## config.mk

```make
export PLATFORM = sky130hd
export DESIGN_NAME = mem_bist_ctrl_flat
export DESIGN_NICKNAME = d
export VERILOG_FILES = /design/src/rtl/mem_bist_ctrl_pkg.sv /design/src/rtl/mem_bist_ctrl_if.sv /design/src/rtl/bist_pattern_gen.sv /design/src/rtl/mem_bist_ctrl.sv /design/src/flat_wrapper.sv
export SDC_FILE = /design/constraint.sdc
export NUM_CORES = 1
export LEC_CHECK = 0
export CAP_MARGIN = 10
export CORE_MARGIN = 5
export CORE_UTILIZATION = 51
export CTS_CLUSTER_DIAMETER = 80
export DETAILED_ROUTE_END_ITERATION = 7
export PLACE_DENSITY = 0.8
export SETUP_SLACK_MARGIN = 0.02
export SYNTH_ARGS = -nofsm -noshare
export SYNTH_HDL_FRONTEND = slang
export SYNTH_SLANG_ARGS = --single-unit
export TNS_END_PERCENT = 50
```

## constraint.sdc

```tcl
create_clock -name clk -period 5.25 [get_ports clk]
set_input_delay 0.7875 -clock clk [delete_from_list [all_inputs] [get_ports clk]]
set_output_delay 0.7875 -clock clk [all_outputs]
set_load 0.01 [all_outputs]
```

## src/rtl/mem_bist_ctrl_pkg.sv

```systemverilog
// Shared types and constants for the memory BIST controller.
// FSM states, pattern selects and checkerboard seed bytes.
package mem_bist_ctrl_pkg;

  typedef enum logic [2:0] {
    ST_IDLE,
    ST_WRITE,
    ST_READ,
    ST_CMP,
    ST_DONE
  } state_e;

  typedef enum logic [1:0] {
    PAT_ZERO,
    PAT_ONES,
    PAT_CHECK,
    PAT_ADDR
  } pattern_e;

  localparam logic [7:0] CHK_EVEN = 8'h55;
  localparam logic [7:0] CHK_ODD  = 8'hAA;

endpackage

```

## src/rtl/mem_bist_ctrl_if.sv

```systemverilog
// Memory command/data bus between the BIST controller and the RAM.
// master = controller side, slave = memory side.
interface mem_bist_ctrl_if #(
  parameter int ADDR_WIDTH = 5,
  parameter int DATA_WIDTH = 8
);

  logic                  mem_read;
  logic                  mem_write;
  logic [ADDR_WIDTH-1:0] mem_addr;
  logic [DATA_WIDTH-1:0] mem_wdata;
  logic [DATA_WIDTH-1:0] mem_rdata;

  modport master (
    output mem_read,
    output mem_write,
    output mem_addr,
    output mem_wdata,
    input  mem_rdata
  );

  modport slave (
    input  mem_read,
    input  mem_write,
    input  mem_addr,
    input  mem_wdata,
    output mem_rdata
  );

endinterface

```

## src/rtl/bist_pattern_gen.sv

```systemverilog
// Expected-word generator for the BIST patterns.
// Purely combinational; one copy feeds writes, one feeds compares.
module bist_pattern_gen
  import mem_bist_ctrl_pkg::*;
#(
  parameter int ADDR_WIDTH = 5,
  parameter int DATA_WIDTH = 8
) (
  input  pattern_e              pattern_i,
  input  logic [ADDR_WIDTH-1:0] addr_i,
  output logic [DATA_WIDTH-1:0] data_o
);

  always_comb begin
    data_o = '0;
    unique case (pattern_i)
      PAT_ZERO: data_o = '0;
      PAT_ONES: data_o = '1;
      PAT_CHECK: begin
        // seed byte repeated across the whole word
        for (int i = 0; i < DATA_WIDTH; i++) begin
          data_o[i] = addr_i[0] ? CHK_ODD[3'(i)]
                                : CHK_EVEN[3'(i)];
        end
      end
      PAT_ADDR: data_o = DATA_WIDTH'(addr_i);
      default:  data_o = '0;
    endcase
  end

endmodule

```

## src/rtl/mem_bist_ctrl.sv

```systemverilog
// March-style write-all / read-compare-all memory BIST controller.
// All outputs come straight from flops; mem_rdata only feeds state.
module mem_bist_ctrl
  import mem_bist_ctrl_pkg::*;
#(
  parameter int ADDR_WIDTH = 5,
  parameter int DATA_WIDTH = 8,
  parameter int ERR_WIDTH  = ADDR_WIDTH + 1
) (
  input  logic                  clk,
  input  logic                  rst_n,
  input  logic                  start,
  input  logic [1:0]            pattern,
  output logic                  busy,
  output logic                  done,
  output logic                  pass,
  output logic [ERR_WIDTH-1:0]  err_count,
  output logic [ADDR_WIDTH-1:0] fail_addr,
  output logic [DATA_WIDTH-1:0] fail_data,
  mem_bist_ctrl_if.master       mem
);

  localparam logic [ADDR_WIDTH-1:0] A_LAST = '1;
  localparam logic [ADDR_WIDTH-1:0] A_ONE =
    {{(ADDR_WIDTH-1){1'b0}}, 1'b1};
  localparam logic [ERR_WIDTH-1:0] E_MAX = '1;
  localparam logic [ERR_WIDTH-1:0] E_ONE =
    {{(ERR_WIDTH-1){1'b0}}, 1'b1};

  state_e                state_q;
  pattern_e              pat_q;
  logic [ADDR_WIDTH-1:0] cnt_q;
  logic                  busy_q;
  logic                  done_q;
  logic                  pass_q;
  logic [ERR_WIDTH-1:0]  err_q;
  logic [ADDR_WIDTH-1:0] faddr_q;
  logic [DATA_WIDTH-1:0] fdata_q;
  logic                  rd_q;
  logic                  wr_q;
  logic [ADDR_WIDTH-1:0] addr_q;
  logic [DATA_WIDTH-1:0] wdata_q;

  pattern_e              wr_pat_d;
  logic [ADDR_WIDTH-1:0] wr_addr_d;
  logic [DATA_WIDTH-1:0] wr_exp;
  logic [DATA_WIDTH-1:0] cmp_exp;
  logic                  mism;

  // write data is computed for the address being issued next cycle
  assign wr_pat_d  = (state_q == ST_IDLE) ? pattern_e'(pattern)
                                          : pat_q;
  assign wr_addr_d = (state_q == ST_IDLE) ? '0 : cnt_q + A_ONE;
  assign mism      = (mem.mem_rdata != cmp_exp);

  bist_pattern_gen #(
    .ADDR_WIDTH (ADDR_WIDTH),
    .DATA_WIDTH (DATA_WIDTH)
  ) u_gen_wr (
    .pattern_i (wr_pat_d),
    .addr_i    (wr_addr_d),
    .data_o    (wr_exp)
  );

  bist_pattern_gen #(
    .ADDR_WIDTH (ADDR_WIDTH),
    .DATA_WIDTH (DATA_WIDTH)
  ) u_gen_cmp (
    .pattern_i (pat_q),
    .addr_i    (cnt_q),
    .data_o    (cmp_exp)
  );

  always_ff @(posedge clk or negedge rst_n) begin
    if (!rst_n) begin
      state_q <= ST_IDLE;
      pat_q   <= PAT_ZERO;
      cnt_q   <= '0;
      busy_q  <= 1'b0;
      done_q  <= 1'b0;
      pass_q  <= 1'b0;
      err_q   <= '0;
      faddr_q <= '0;
      fdata_q <= '0;
      rd_q    <= 1'b0;
      wr_q    <= 1'b0;
      addr_q  <= '0;
      wdata_q <= '0;
    end else begin
      unique case (state_q)
        ST_IDLE: begin
          if (start) begin
            state_q <= ST_WRITE;
            pat_q   <= wr_pat_d;
            cnt_q   <= '0;
            busy_q  <= 1'b1;
            pass_q  <= 1'b1;
            err_q   <= '0;
            faddr_q <= '0;
            fdata_q <= '0;
            wr_q    <= 1'b1;
            addr_q  <= wr_addr_d;
            wdata_q <= wr_exp;
          end
        end
        ST_WRITE: begin
          if (cnt_q == A_LAST) begin
            state_q <= ST_READ;
            cnt_q   <= '0;
            wr_q    <= 1'b0;
            rd_q    <= 1'b1;
            addr_q  <= '0;
            wdata_q <= '0;
          end else begin
            cnt_q   <= wr_addr_d;
            addr_q  <= wr_addr_d;
            wdata_q <= wr_exp;
          end
        end
        ST_READ: begin
          state_q <= ST_CMP;
          rd_q    <= 1'b0;
        end
        ST_CMP: begin
          if (mism) begin
            pass_q <= 1'b0;
            if (err_q != E_MAX) err_q <= err_q + E_ONE;
            // pass still high means this is the first miss
            if (pass_q) begin
              faddr_q <= cnt_q;
              fdata_q <= mem.mem_rdata;
            end
          end
          if (cnt_q == A_LAST) begin
            state_q <= ST_DONE;
            done_q  <= 1'b1;
          end else begin
            state_q <= ST_READ;
            cnt_q   <= cnt_q + A_ONE;
            rd_q    <= 1'b1;
            addr_q  <= cnt_q + A_ONE;
          end
        end
        ST_DONE: begin
          state_q <= ST_IDLE;
          done_q  <= 1'b0;
          busy_q  <= 1'b0;
        end
        default: state_q <= ST_IDLE;
      endcase
    end
  end

  assign busy          = busy_q;
  assign done          = done_q;
  assign pass          = pass_q;
  assign err_count     = err_q;
  assign fail_addr     = faddr_q;
  assign fail_data     = fdata_q;
  assign mem.mem_read  = rd_q;
  assign mem.mem_write = wr_q;
  assign mem.mem_addr  = addr_q;
  assign mem.mem_wdata = wdata_q;

endmodule

```

## src/flat_wrapper.sv

```systemverilog
// flat-port wrapper written by rule: the top's interface ports become plain ports
module mem_bist_ctrl_flat import mem_bist_ctrl_pkg::*;
#(
  parameter int ADDR_WIDTH = 5,
  parameter int DATA_WIDTH = 8,
  parameter int ERR_WIDTH  = ADDR_WIDTH + 1
)
  (clk, rst_n, start, pattern, busy, done, pass, err_count, fail_addr, fail_data, mem_mem_read, mem_mem_write, mem_mem_addr, mem_mem_wdata, mem_mem_rdata);
  mem_bist_ctrl_if #(.ADDR_WIDTH(ADDR_WIDTH), .DATA_WIDTH(DATA_WIDTH)) mem_i ();
  input  logic clk;
  input  logic rst_n;
  input  logic start;
  input  logic [1:0] pattern;
  output logic busy;
  output logic done;
  output logic pass;
  output logic [ERR_WIDTH-1:0] err_count;
  output logic [ADDR_WIDTH-1:0] fail_addr;
  output logic [DATA_WIDTH-1:0] fail_data;
  output wire logic [$bits(mem_i.mem_read)-1:0] mem_mem_read;
  output wire logic [$bits(mem_i.mem_write)-1:0] mem_mem_write;
  output wire logic [$bits(mem_i.mem_addr)-1:0] mem_mem_addr;
  output wire logic [$bits(mem_i.mem_wdata)-1:0] mem_mem_wdata;
  input wire logic [$bits(mem_i.mem_rdata)-1:0] mem_mem_rdata;
  assign mem_mem_read = mem_i.mem_read;
  assign mem_mem_write = mem_i.mem_write;
  assign mem_mem_addr = mem_i.mem_addr;
  assign mem_mem_wdata = mem_i.mem_wdata;
  assign mem_i.mem_rdata = mem_mem_rdata;
  mem_bist_ctrl #(.ADDR_WIDTH(ADDR_WIDTH), .DATA_WIDTH(DATA_WIDTH), .ERR_WIDTH(ERR_WIDTH)) u_core (.clk(clk), .rst_n(rst_n), .start(start), .pattern(pattern), .busy(busy), .done(done), .pass(pass), .err_count(err_count), .fail_addr(fail_addr), .fail_data(fail_data), .mem(mem_i));
endmodule
```

==> reports/results.ini <==
[die]
fp_util=0.529
fp.coreArea_um2=4410
die_x_um=77.7
die-area_um2=6030
die_y_um=77.7

[grt]
grt_overflow=0
met3_usage=0.0544
grt_busiest_layer=met2
grt_antenna_before_repair=0

[setup_path]
cp.required_ns=5.48
cp-startpoint=mem_mem_rdata[0]
crit_type=in2reg
worstReg2RegEnd=u_core.fail_addr[0]
r2r-start=u_core.cnt_q[0]
cp_max_fo=13
r2r_slack_ns=2.66
arrival_ns=3.26

[power_and_ir_drop]
p_clk_frac=0.160
power.density_nw_per_um2=582
internal_power_mw=1.06
switching_share=0.378
seqPwrFrac=0.374
vdd_drop_max_v=0.000320
finalPower_mw=1.70

[clocking]
cts_tree=built
cts_made_buffers=5
hold_buffers=0
root_buffer=clkbuf_8

[finish]
stdcell_count=326
largest_reg_flops=8
nClkBuffers=6
buffers_excl_clock=49
lay_top_count=clkdlybuf4s50_1
layout.nets=289
bufAreaShareNonClock=0.166
largestClassByArea=sequential cells
ff_latch_area_um2=1130
layout_top_cells=clkdlybuf4s50_1, dfrtp_1, nand2_1
flops=45
synthToLayoutAreaGrowth_pct=24.9
comb-cell-share=0.378
final.fill_count=356
num-multi-input-gates=167

[yosys]
yosys_area_um2=2340
syn-instance-count=232
synth-seq-cells=45
ff_type=dfrtp_1
muxShareOfSynthArea=0.00428
ys_sh_xor=0.0262
yosys.area_share.simple=0.170
post_synth.cell_area_avg_um2=10.1
top_area_cell=dfrtp_1

[final_timing]
worst_pin_slew_ns=0.960
rsz0062_at_grt=no
finalSetupViolations=0
slew_headroom=0.360
fin_crit_sh=0.578

[routing]
drtIter0Drc=155
met3_length_um=314
antenna_left=0
dr.max_layer_used=met4
routedWlPerCell_um=16.3
drc=0

[placed_design]
dp_slack_ns=1.93
gp_congestion=0.830
dpl-instance-area_um2=2800

[min_path]
hold_end=u_core.mem.mem_wdata[0]
min_path_cells=2

[outcome]
status=complete, no violations

[power by group through the flow]
stage	clock [mW]	sequential (mW)	combinational, mW
2_1_floorplan	0	0.623	0.494
3_3_place_gp	0	0.637	0.782
3_5_place_dp	0	0.638	0.794
4_1_cts	0.276	0.635	0.799
5_1_grt	0.294	0.661	0.871
6_report	0.272	0.636	0.791
[worst max-delay path by stage]
stage,to,depth (start not counted)
6_report,u_core.fail_addr[0],7
5_1_grt,u_core.fail_data[2],7
4_1_cts,u_core.fail_addr[0],7
3_5_place_dp,u_core.fail_data[2],7
3_3_place_gp,u_core.fail_data[3],7
2_1_floorplan,u_core.fail_addr[0],8
[critical path: stages]
cell and delay (ns):
clkdlybuf4s50_1 0.53, nor2b_1 0.20, or4_1 0.50, a21oi_2 0.17
nor2_1 0.10, o21ai_1 0.75, a32o_1 0.22
### Met1 routing

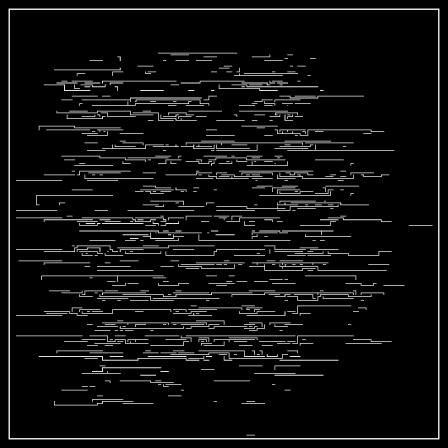
wire length on this layer: 2490 um
share of all routed wire: 47%
nets with wire on the layer: 250
longest straight run: 22.1 um
M1 GR Usage: 0.253
final wirelength: 5330 um
Via Count: 1948

### Metal 2

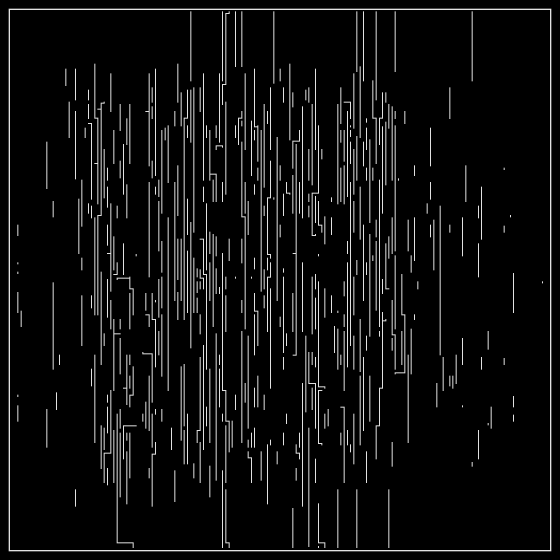
main direction: vertical
wire length on this layer: 2490 um
met2 Use GR: 0.283

### Met3 routing

Scale bar: 20 um. Cells faint in the background.
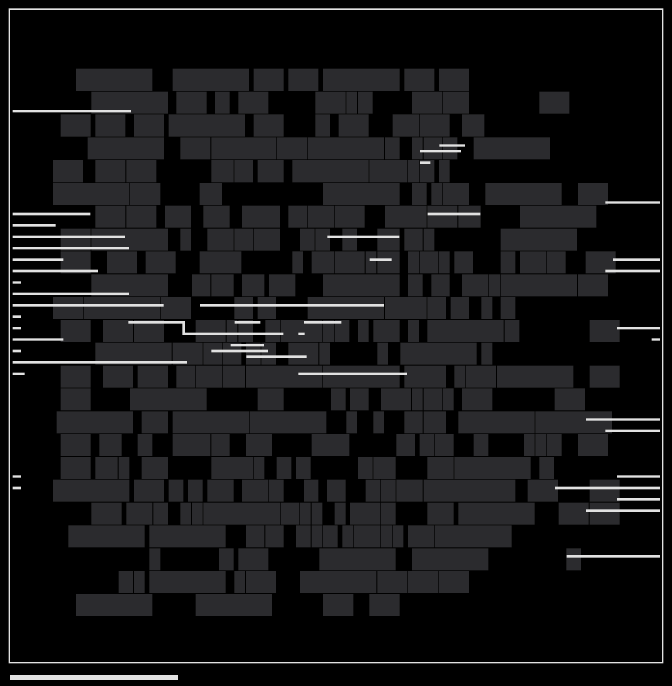
wire length on this layer: 315 um
main direction: horizontal
nets with wire on the layer: 41
longest straight run: 21.6 um
share of all routed wire: 5.9%

### Congestion heat map

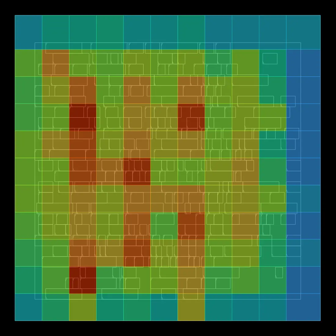
Util after Layout: 0.661
total track usage: 0.182

